**Run 1: the metal 1 layer**

Cells faint in the background.
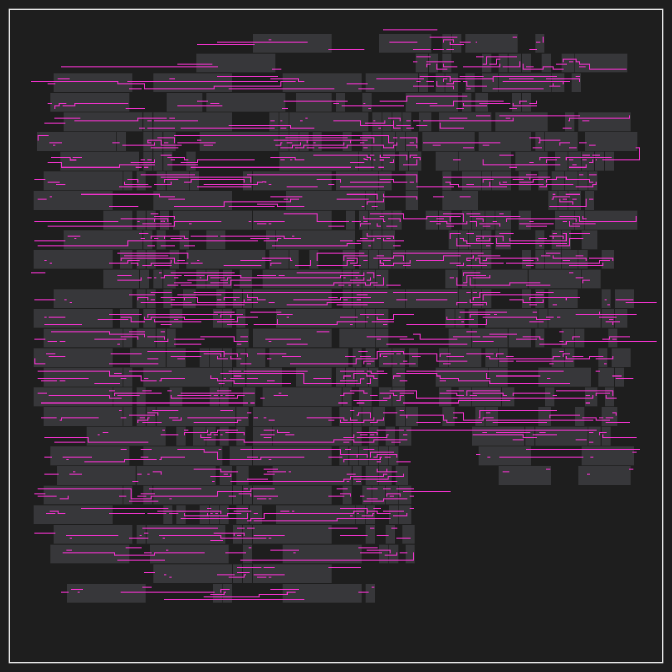
**Run 1: M2 wires**

The bar under the picture is 20 microns long.
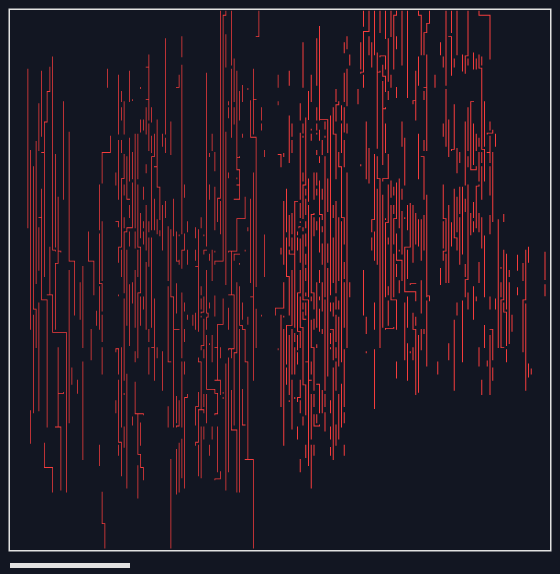
**Run 1: M3 wires**

The bar under the picture is 20 microns long.
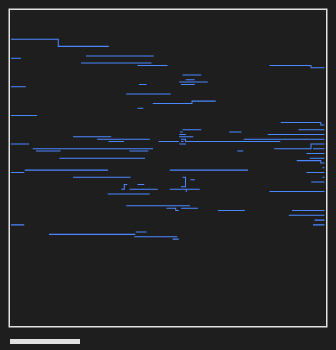
===== src/rtl/instr_sequencer.sv =====
// Program sequencer for the 4-register add/mul datapath: fetch, decode, exec, writeback.
// Latency: EXEC_CYCLES+3 cycles per instruction from FETCH entry to WB exit.
// Backpressure: none; start while busy is ignored and program writes while busy are dropped.
module instr_sequencer #(
  parameter int ADDR_W      = 3,
  parameter int EXEC_CYCLES = 2
) (
  input  logic              clock,
  input  logic              clear,
  input  logic              prog_we,
  input  logic [ADDR_W-1:0] prog_addr,
  input  logic [7:0]        prog_data,
  input  logic              start,
  input  logic [7:0]        result,
  output logic [7:0]        instruction,
  output logic              decoding,
  output logic [3:0]        reg_load,
  output logic [7:0]        load_data,
  output logic [ADDR_W-1:0] pc,
  output logic              busy,
  output logic              halted
);

  localparam int         DEPTH     = 1 << ADDR_W;
  localparam logic [3:0] EXEC_LAST = 4'(EXEC_CYCLES - 1);

  typedef enum logic [2:0] {
    S_IDLE,
    S_FETCH,
    S_DECODE,
    S_EXEC,
    S_WB,
    S_HALT
  } state_t;

  state_t            state_q, state_d;
  logic [3:0]        exec_cnt_q, exec_cnt_d;
  logic [7:0]        instr_d;
  logic [7:0]        load_data_d;
  logic [ADDR_W-1:0] pc_d;
  logic [7:0]        mem [DEPTH];

  // Program store is deliberately left out of clear so a program survives a reset.
  always_ff @(posedge clock) begin
    if (prog_we && !busy) begin
      mem[prog_addr] <= prog_data;
    end
  end

  always_ff @(posedge clock) begin
    if (clear) begin
      state_q     <= S_IDLE;
      exec_cnt_q  <= '0;
      instruction <= '0;
      load_data   <= '0;
      pc          <= '0;
    end else begin
      state_q     <= state_d;
      exec_cnt_q  <= exec_cnt_d;
      instruction <= instr_d;
      load_data   <= load_data_d;
      pc          <= pc_d;
    end
  end

  always_comb begin
    state_d     = state_q;
    exec_cnt_d  = exec_cnt_q;
    instr_d     = instruction;
    load_data_d = load_data;
    pc_d        = pc;
    decoding    = 1'b0;
    reg_load    = 4'b0000;
    busy        = 1'b0;
    halted      = 1'b0;

    case (state_q)
      S_IDLE: begin
        if (start) begin
          pc_d    = '0;
          state_d = S_FETCH;
        end
      end

      S_FETCH: begin
        busy    = 1'b1;
        instr_d = mem[pc];
        state_d = S_DECODE;
      end

      S_DECODE: begin
        busy       = 1'b1;
        decoding   = 1'b1;
        exec_cnt_d = '0;
        state_d    = S_EXEC;
      end

      // The result is only trusted on the last held cycle of decoding.
      S_EXEC: begin
        busy       = 1'b1;
        decoding   = 1'b1;
        exec_cnt_d = exec_cnt_q + 4'd1;
        if (exec_cnt_q == EXEC_LAST) begin
          load_data_d = result;
          state_d     = S_WB;
        end
      end

      S_WB: begin
        busy = 1'b1;
        if (instruction[6]) begin
          reg_load[instruction[3:2]] = 1'b1;
        end
        pc_d    = pc + ADDR_W'(1);
        state_d = instruction[5] ? S_HALT : S_FETCH;
      end

      S_HALT: begin
        halted = 1'b1;
        if (start) begin
          pc_d    = '0;
          state_d = S_FETCH;
        end
      end

      default: begin
        state_d = S_IDLE;
      end
    endcase
  end

endmodule

===== config.mk =====
export PLATFORM = sky130hd
export DESIGN_NAME = instr_sequencer
export DESIGN_NICKNAME = d
export VERILOG_FILES = /design/src/rtl/instr_sequencer.sv
export SDC_FILE = /design/constraint.sdc
export NUM_CORES = 1
export LEC_CHECK = 0
export ABC_AREA = 1
export CAP_MARGIN = 20
export CORE_MARGIN = 3
export CORE_UTILIZATION = 55
export DETAILED_ROUTE_END_ITERATION = 6
export DONT_BUFFER_PORTS = 1
export PLACE_DENSITY = 0.8
export REMOVE_ABC_BUFFERS = 1
export SYNTH_ARGS = -nofsm -noshare
export SYNTH_HDL_FRONTEND = slang
export SYNTH_SLANG_ARGS = --single-unit

===== constraint.sdc =====
create_clock -name clock -period 3.1 [get_ports clock]
set_clock_uncertainty 0.15 [all_clocks]
set_input_delay 0.62 -clock clock [delete_from_list [all_inputs] [get_ports clock]]
set_output_delay 0.62 -clock clock [all_outputs]
set_load 0.02 [all_outputs]

==> out/notes.md, run 1 <==
The remaining antenna violation count after routing was 0; the clock-pin slew on the worst setup and hold paths was 100 ps. The synthesized instance count was 417; the count of hold buffers inserted by post-cts repair was 0. The highest fanout seen on the critical path is 10. Per the final layout report, the fraction of cells sized above drive strength 1 comes to 9.028%. In this run the critical path is formed by nor2_1 -> nand2_2 -> nor3_1. The portion of the post-synthesis area used by sequential elements is 62.48%, and the worst hold path cell count is 1. The critical path data arrival time was 1590 ps. Between the synthesized netlist and the finished layout, the area growth was recorded as 8.963%. The synthesized netlist devotes 0.9603% of its cell area to adder and majority cells. For the number of global-route vias before repair, the log shows 2,660. STA reports the tightest min-delay check as being of type input pin to flop. The leakage power in the latest report is 0.001806 uW.

The category of the most critical setup path was flop to output port. The latest clock arrival within the worst-skew pair is 360 ps. The floorplan step defined a core boundary enclosing 6832 sq um. Per the layout area report, the combinational gate area comes to 1120 sq um. The count of final setup violators was 0. Setup repair after global routing left no endpoint under its margin. The final layout reports a setup TNS of 0 ps. The run gives 3909 sq um for the post-synth design cell area. The run gives 57.22% for the starting utilization of the core area.

For the final worst slack, the log shows 744.5 ps. The flow ran to the end, and the final reports show no timing, DRC or antenna violations. The number of maximum-capacitance violations recorded for the run is 0.

The timing report gives the biggest stage delay along the critical path as 540 ps. For this design, Yosys synthesis ends with a cell count of 417. The die covers 8154 sq um. In the placement report, post-DP HPWL is listed as 5816 microns.

The tree is rooted in a clkbuf_8. In this run the deepest clock path goes through 2 buffers. According to the timing report, the data required time at the worst endpoint equals 2330 ps. The run gives 57.07% as the worst-case headroom to the max-slew limit.
About 'the metal 1 layer':
main direction: horizontal
longest straight run: 29.7 microns
wire length on this layer: 3,520 microns
count of vias placed by the detailed router: 2,816
GR Util met1: 26.15%
total wire length: 8361 microns

About 'M2 wires':
nets with wire on the layer: 362
main direction: vertical
longest straight run: 41.1 microns
wire length on this layer: 4,070 microns
met2 global-route usage: 35.59%

About 'M3 wires':
nets with wire on the layer: 55
longest straight run: 34.0 microns
main direction: horizontal
share of all routed wire: 7.6%
global-route track usage on met3: 6.667%

## run 1: worst max-delay path, delay by kind of cell, from the launching register on
family / cells / cell delay [ps]
flops: 1 / 350
simple gates: 3 / 890
## run 1: final cells by class
type | count | area share (%)
sequential | 90 | 57.34
multi-input combinational | 242 | 26.29
inverter | 71 | 6.434
clock buffer | 9 | 2.908
tap | 96 | 2.820
timing repair buffer | 13 | 2.291
clock inverter | 7 | 1.910
## run 1: path summary, 6_finish.rpt
kind | to | slack [ps] | startpoint
hold reg to reg | exec_cnt_q[3] | 350 | exec_cnt_q[3]
setup / recovery | reg_load[2] | 740 | state_q[0]
setup reg to reg | mem[5][2] | 1030 | state_q[2]
hold / removal | exec_cnt_q[1] | 170 | clear
## run 1: cell families (layout without fill, tap and decap cells)
group / after synthesis / in the layout
fa+ha+maj: 3 / 3
compound gates: 28 / 28
xor+xnor: 1 / 1
flops: 90 / 90
buf+inv: 85 / 100
simple gates: 210 / 210
## run 1: routing by layer
metal  track usage (%)  part of all wire, %  vias up  routed length, microns
li1                  -                    -     1367                       -
met2             35.59                   49      113                    4068
met4             6.888                  1.7        0                     138
met1             26.15                   42     1321                    3516
met5                 0                    0        -                       0
met3             6.667                  7.6       15                     638
## run 1: where the power goes
part	switching [uW]	internal, uW	leakage (uW)
combinational	490	186	0.000913
sequential	105	1390	0.000790
clock	455	323	0.000104
total	1050	1900	0.00181
## run 1: per-stage QoR
| step | instance area, sq um | utilization [%] | power, uW | std cells |
|---|---|---|---|---|
| floorplan | 3836 | - | 2012 | 403 |
| global placement | 4054 | 59.34 | 2169 | 512 |
| detailed placement | 4054 | 59.34 | 2193 | 512 |
| CTS | 4259 | 62.34 | 2971 | 528 |
| global route | 4259 | 62.34 | 3122 | 528 |
| finish | 4259 | 62.34 | 2953 | 528 |
## run 1: Yosys cell counts, drive strengths merged
library cell	number	area share [%]
a21oi	14	1.8
nand2	111	11
nand4	1	0.16
clkbuf	1	0.096
buf	13	1.8
o21ai	11	1.5
nor3	12	1.5
o21a	1	0.19
xnor2	1	0.22
nor2	28	3.7
a211oi	1	0.19
dfxtp	26	13
nand3	56	7.2
ha	3	0.96
a31oi	1	0.16
edfxtp	64	49
inv	71	7.0
nor4	2	0.32
## run 1: flip-flops by register name (all words and copies together) (netlist names)
| name | flops |
|---|---|
| pc | 3 |
| state_q | 3 |
| load_data | 8 |
| instruction | 8 |
| exec_cnt_q | 4 |
| mem | 64 |
**Run 1: clock wiring as the flow saved it**

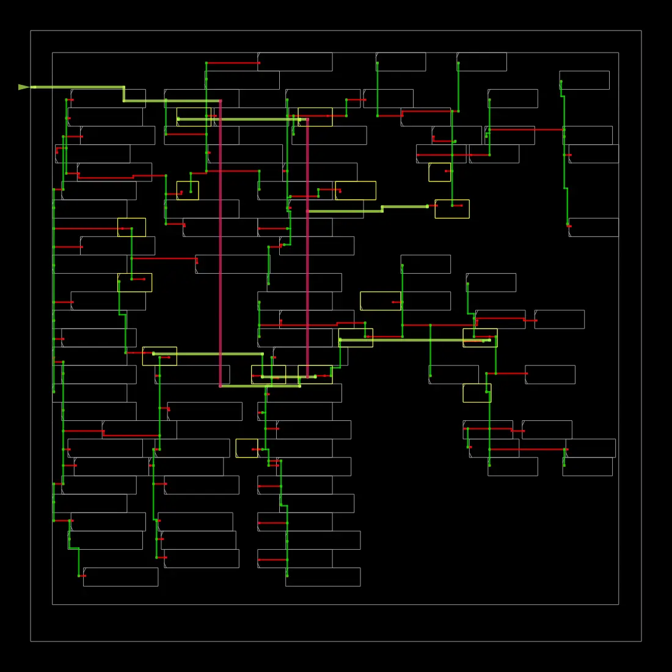

==> run 2, diff against run 1 <==
- clock period: 3.1 -> 2.5 ns (I/O delays scaled with it)
**Run 2: clock wiring as the flow saved it**

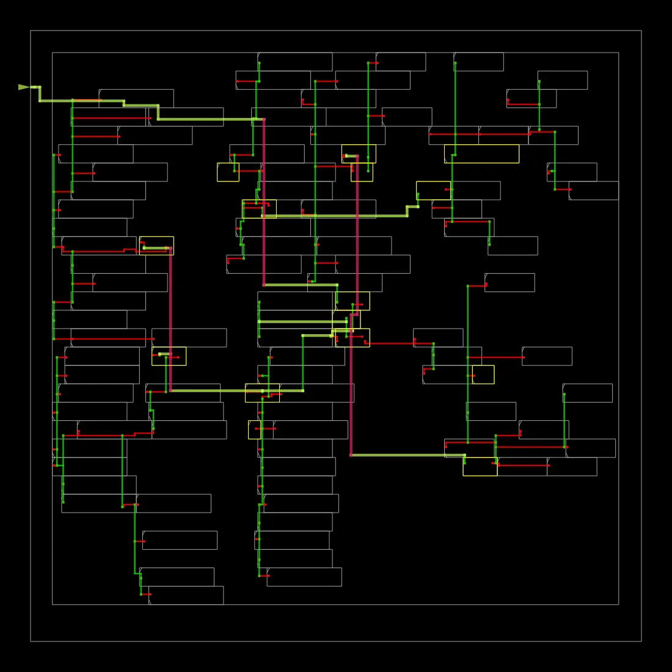
num sequential: 90
TritonCTS Buffers: 9
Clock buffer cells: 9
Clk power: 971 uW
insertion delay at the late pin of the worst-skew pair: 360 ps

==> out/notes.md, run 2 <==
The flow ran to the end, and the final reports show no timing, DRC or antenna violations. Top register by number of flip-flops: mem. With the synthesized instance count at 417 (unchanged), the share of layout cells above drive strength 1 is 9.028% (unchanged).

The highest fanout seen on the critical path came out at 10 (unchanged). For this run, the leading register cell type out of synthesis is edfxtp_1. Final worst slack: 291.4 ps (-453.2 ps). The fraction of synthesis flops using an asynchronous set or reset pin was 0% (unchanged); the sequential cell fraction of total power was 50.9% (about the same). The tools report the overall power of the completed layout as 3650 uW (+24%).

For the internal power consumption, the log shows 2437 uW (+28%). The tools report the portion of the post-synthesis area used by sequential elements as 62.48% (unchanged). For reference, the critical path cell chain is nor2_1 -> nand2_2 -> nor3_1. The critical hold path startpoint was clear. The top cell type's share of synthesized area is 49.17% (unchanged).

The cell type contributing the most total cell area after synthesis was edfxtp_1. With the clock-pin slew on the worst setup and hold paths at 90 ps (about the same), the cell count after placement is 513 (+0.20%). The worst stage delay on the critical path is 520 ps (-20 ps). Setup repair after global routing left no endpoint under its margin. The clock tree buffer depth came out at 2 (unchanged). Sorting the synthesized cells by area gives the leading types as edfxtp_1 (49%), dfxtp_1 (13%), nand2_1 (11%), nand3_1 (7.2%), inv_1 (6.3%). The critical path required time came out at 1850 ps (-480 ps).

The registers reported with the highest flop counts are mem (64), instruction (8), load_data (8). Ranked by instance count, the synthesized netlist is headed by nand2_1 (110), inv_1 (66), edfxtp_1 (64), nand3_1 (56), dfxtp_1 (26). The area overhead of the layout relative to synthesis was 8.931% (about the same); the number of non-filler instances in the completed layout was 528 (unchanged). The cell sitting at the root of the clock tree is a clkbuf_8.

The category of cells accounting for the largest share of critical-path delay is simple AND/OR/NAND/NOR gates. The critical path data arrival time is 1560 ps (-30 ps), and the number of cells in the yosys synthesis report is 417 (unchanged). The net load switching power was 1213 uW (+16%); the final-layout setup total negative slack was 0 ps (unchanged). The launch point of the worst register-to-register path is recorded as state_q[2]. Remaining antenna violation count after routing: 0 (unchanged). The total leakage power is 0.001810 uW (+0.22%), and the number of max-capacitance violations reported is 0 (unchanged).

The switching share of total power was 33.25% (-2.3 points). The starting utilization of the core area was 57.22% (unchanged); the post-synth design cell area was 3909 sq um (unchanged). The most critical setup path has its startpoint at state_q[0]. The number of buffers and inverters on the critical path is 0 (unchanged), and the count of final setup violators is 0 (unchanged). The number of gates on the worst path with buffers counted works out to 3 (unchanged). The cell with the most instances after synthesis was nand2_1. The core area is 6832 sq um (unchanged). The count of hold buffers inserted by post-cts repair came out at 0 (unchanged).

The type of the worst min-delay path is input pin to flop.
**Run 2: M2 wires**

The bar under the picture is 20 microns long.
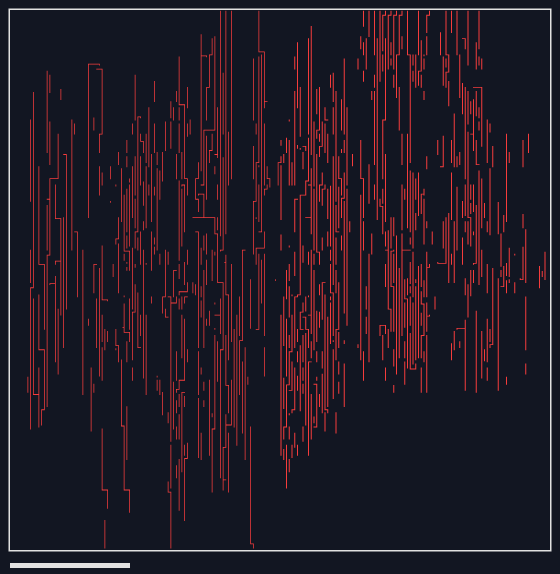
share of all routed wire: 49%
longest straight run: 37.6 microns
wire length on this layer: 3,990 microns
count of vias placed by the detailed router: 2,755
total wire length: 8124 microns

## run 2: cell counts after synthesis
No cell type changed its count.
## run 2: power by group through the flow
stage	logic, uW	registers (uW)	clock network [uW]
final	823	1860	971
after CTS	823	1860	985
after global routing	938	1870	1060
after detailed placement	818	1890	0
after global placement	795	1890	0
after floorplan	585	1910	0
## run 2: through the flow
| stage | utilization (%) | hold slack, ps |
|---|---|---|
| 2_1_floorplan | - | 309.5 |
| 3_3_place_gp | 59.45 | 327.9 |
| 3_5_place_dp | 59.45 | 330.0 |
| 4_1_cts | 62.33 | 43.40 |
| 5_1_grt | 62.33 | 34.52 |
| 6_report | 62.33 | 48.26 |
## run 2: routing by layer
metal  share of wire (%)  track usage [%]  vias to the layer above
li1                    -                -                     1367
met1                  42            26.19                     1273
met2                  49            35.35                      102
met3                 7.2            6.083                       13
met4                 1.4            5.995                        0
met5                   0                0                        -
## run 2: final cells by class
class                           instances  area (sq um)  area share, %
Clock inverter                          6         72.57          1.704
Inverter                               71         274.0          6.436
Clock buffer                            9         123.9          2.909
Sequential cell                        90          2442          57.36
Multi-Input combinational cell        242          1120          26.30
Timing Repair Buffer                   14         105.1          2.468
Tap cell                               96         120.1          2.821
## run 2: worst paths after layout
check / to / slack [ps]
setup / recovery: reg_load[0] / 290
hold / removal: instruction[7] / 50
setup reg to reg: mem[4][4] / 440
hold reg to reg: exec_cnt_q[3] / 350
## run 2: cell families after synthesis
logic type | after synthesis | share of synthesized area, %
and+or+nand+nor | 210 | 23.62
adders and majority gates | 3 | 0.9604
buffers and inverters | 85 | 8.867
DFF | 90 | 62.48
AOI/OAI and AO/OA | 28 | 3.842
xor gates and xnor gates | 1 | 0.2241
==> run 3, diff against run 2 <==
- CTS_CLUSTER_DIAMETER: not set -> 200
**Run 3: metal 4**

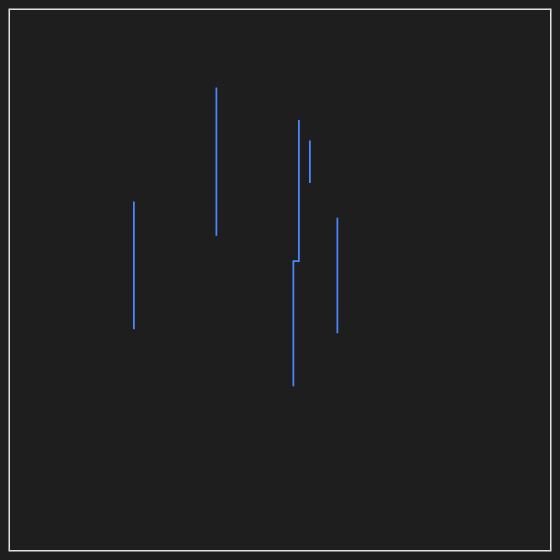
share of all routed wire: 1.4%
nets with wire on the layer: 4

**Run 3: M3 wires**

The bar under the picture is 20 microns long.
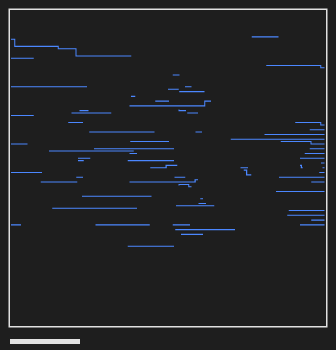
longest straight run: 26.5 microns
share of all routed wire: 7.2%
main direction: horizontal
wire length on this layer: 584 microns
nets with wire on the layer: 50
global-route track usage on met3: 6.083%

==> out/notes.md, run 3 <==
For reference, the top cells by count after synthesis are nand2_1 (110), inv_1 (66), edfxtp_1 (64), nand3_1 (56), dfxtp_1 (26). Listed in order, past its start point the critical path passes nor2_1 -> nand2_2 -> nor3_1. With the post-synth design cell area at 3909 sq um (unchanged), the fraction of synthesis flops using an asynchronous set or reset pin is 0% (unchanged).

The run gives 2,755 (unchanged) for the via count. The total CTS buffers came out at 9 (unchanged). The run finished with clean final reports. The switching share of total power works out to 33.25% (unchanged). Met1 track demand over resource in global routing: 26.19% (unchanged). Core area: 6832 sq um (unchanged). The most critical setup path has its startpoint at state_q[0]. The clock-pin slew on the worst setup and hold paths is 90 ps (about the same), and the synthesized instance count is 417 (unchanged). The path class of the tightest hold or removal check is input pin to flop. The run gives 0 (unchanged) for the number of max-capacitance violations reported. Global-route layer with the greatest usage: met2. Setup repair after global routing left no endpoint under its margin.

The net load switching power is 1213 uW (unchanged). The register with the most flip-flops in the final layout is mem. The final-layout worst hold slack is 48.26 ps (unchanged). The tree is rooted in a clkbuf_8. The run gives 0.001810 uW (unchanged) as the total leakage power. With the starting utilization of the core area at 57.22% (unchanged), the critical path data arrival time is 1560 ps (about the same). Yosys attributes the largest share of cell area to edfxtp_1 (49%), dfxtp_1 (13%), nand2_1 (11%), nand3_1 (7.2%), inv_1 (6.3%). The run gives 417 (unchanged) as the number of cells in the yosys synthesis report.
run 3: final cells by class:
cell class                      count  share of cell area [%]
Tap cell                           96                   2.821
Multi-Input combinational cell    242                   26.30
Sequential cell                    90                   57.36
Timing Repair Buffer               14                   2.468
Clock inverter                      6                   1.704
Clock buffer                        9                   2.909
Inverter                           71                   6.436
run 3: path summary, 6_finish.rpt:
path,to,slack (ps),depth (start not counted)
worst max-delay path,reg_load[0],290,3
worst min-delay path,instruction[7],50,1
worst max register to register,mem[4][4],440,5
worst min register to register,exec_cnt_q[3],350,2
run 3: power groups by stage:
stage | clock network (uW) | registers, uW | logic, uW
after floorplan | 0 | 1910 | 585
after global placement | 0 | 1890 | 795
after detailed placement | 0 | 1890 | 818
after CTS | 985 | 1860 | 823
after global routing | 1060 | 1870 | 938
final | 971 | 1860 | 823
run 3: metrics by stage:
stage               std cells  area [sq um]  util [%]  total power (uW)
floorplan                 403          3836         -              2495
global placement          513          4061     59.45              2681
detailed placement        513          4061     59.45              2709
CTS                       528          4258     62.33              3665
global route              528          4258     62.33              3868
finish                    528          4258     62.33              3650
run 3: routing by layer:
metal,vias to the layer above,share of wire (%)
li1,1367,-
met1,1273,42
met2,102,49
met3,13,7.2
met4,0,1.4
met5,-,0
run 3: cell families after synthesis:
logic type | share of synthesized area [%]
compound gates | 3.842
xor+xnor | 0.2241
fa+ha+maj | 0.9604
buf+inv | 8.867
flops | 62.48
simple gates | 23.62
run 3: worst max-delay path, delay by kind of cell (launching register included):
kind,cells,cell delay (ps)
simple gates,3,860
flops,1,340
Power figures rest on the tool's default switching activity, not on a simulated workload.
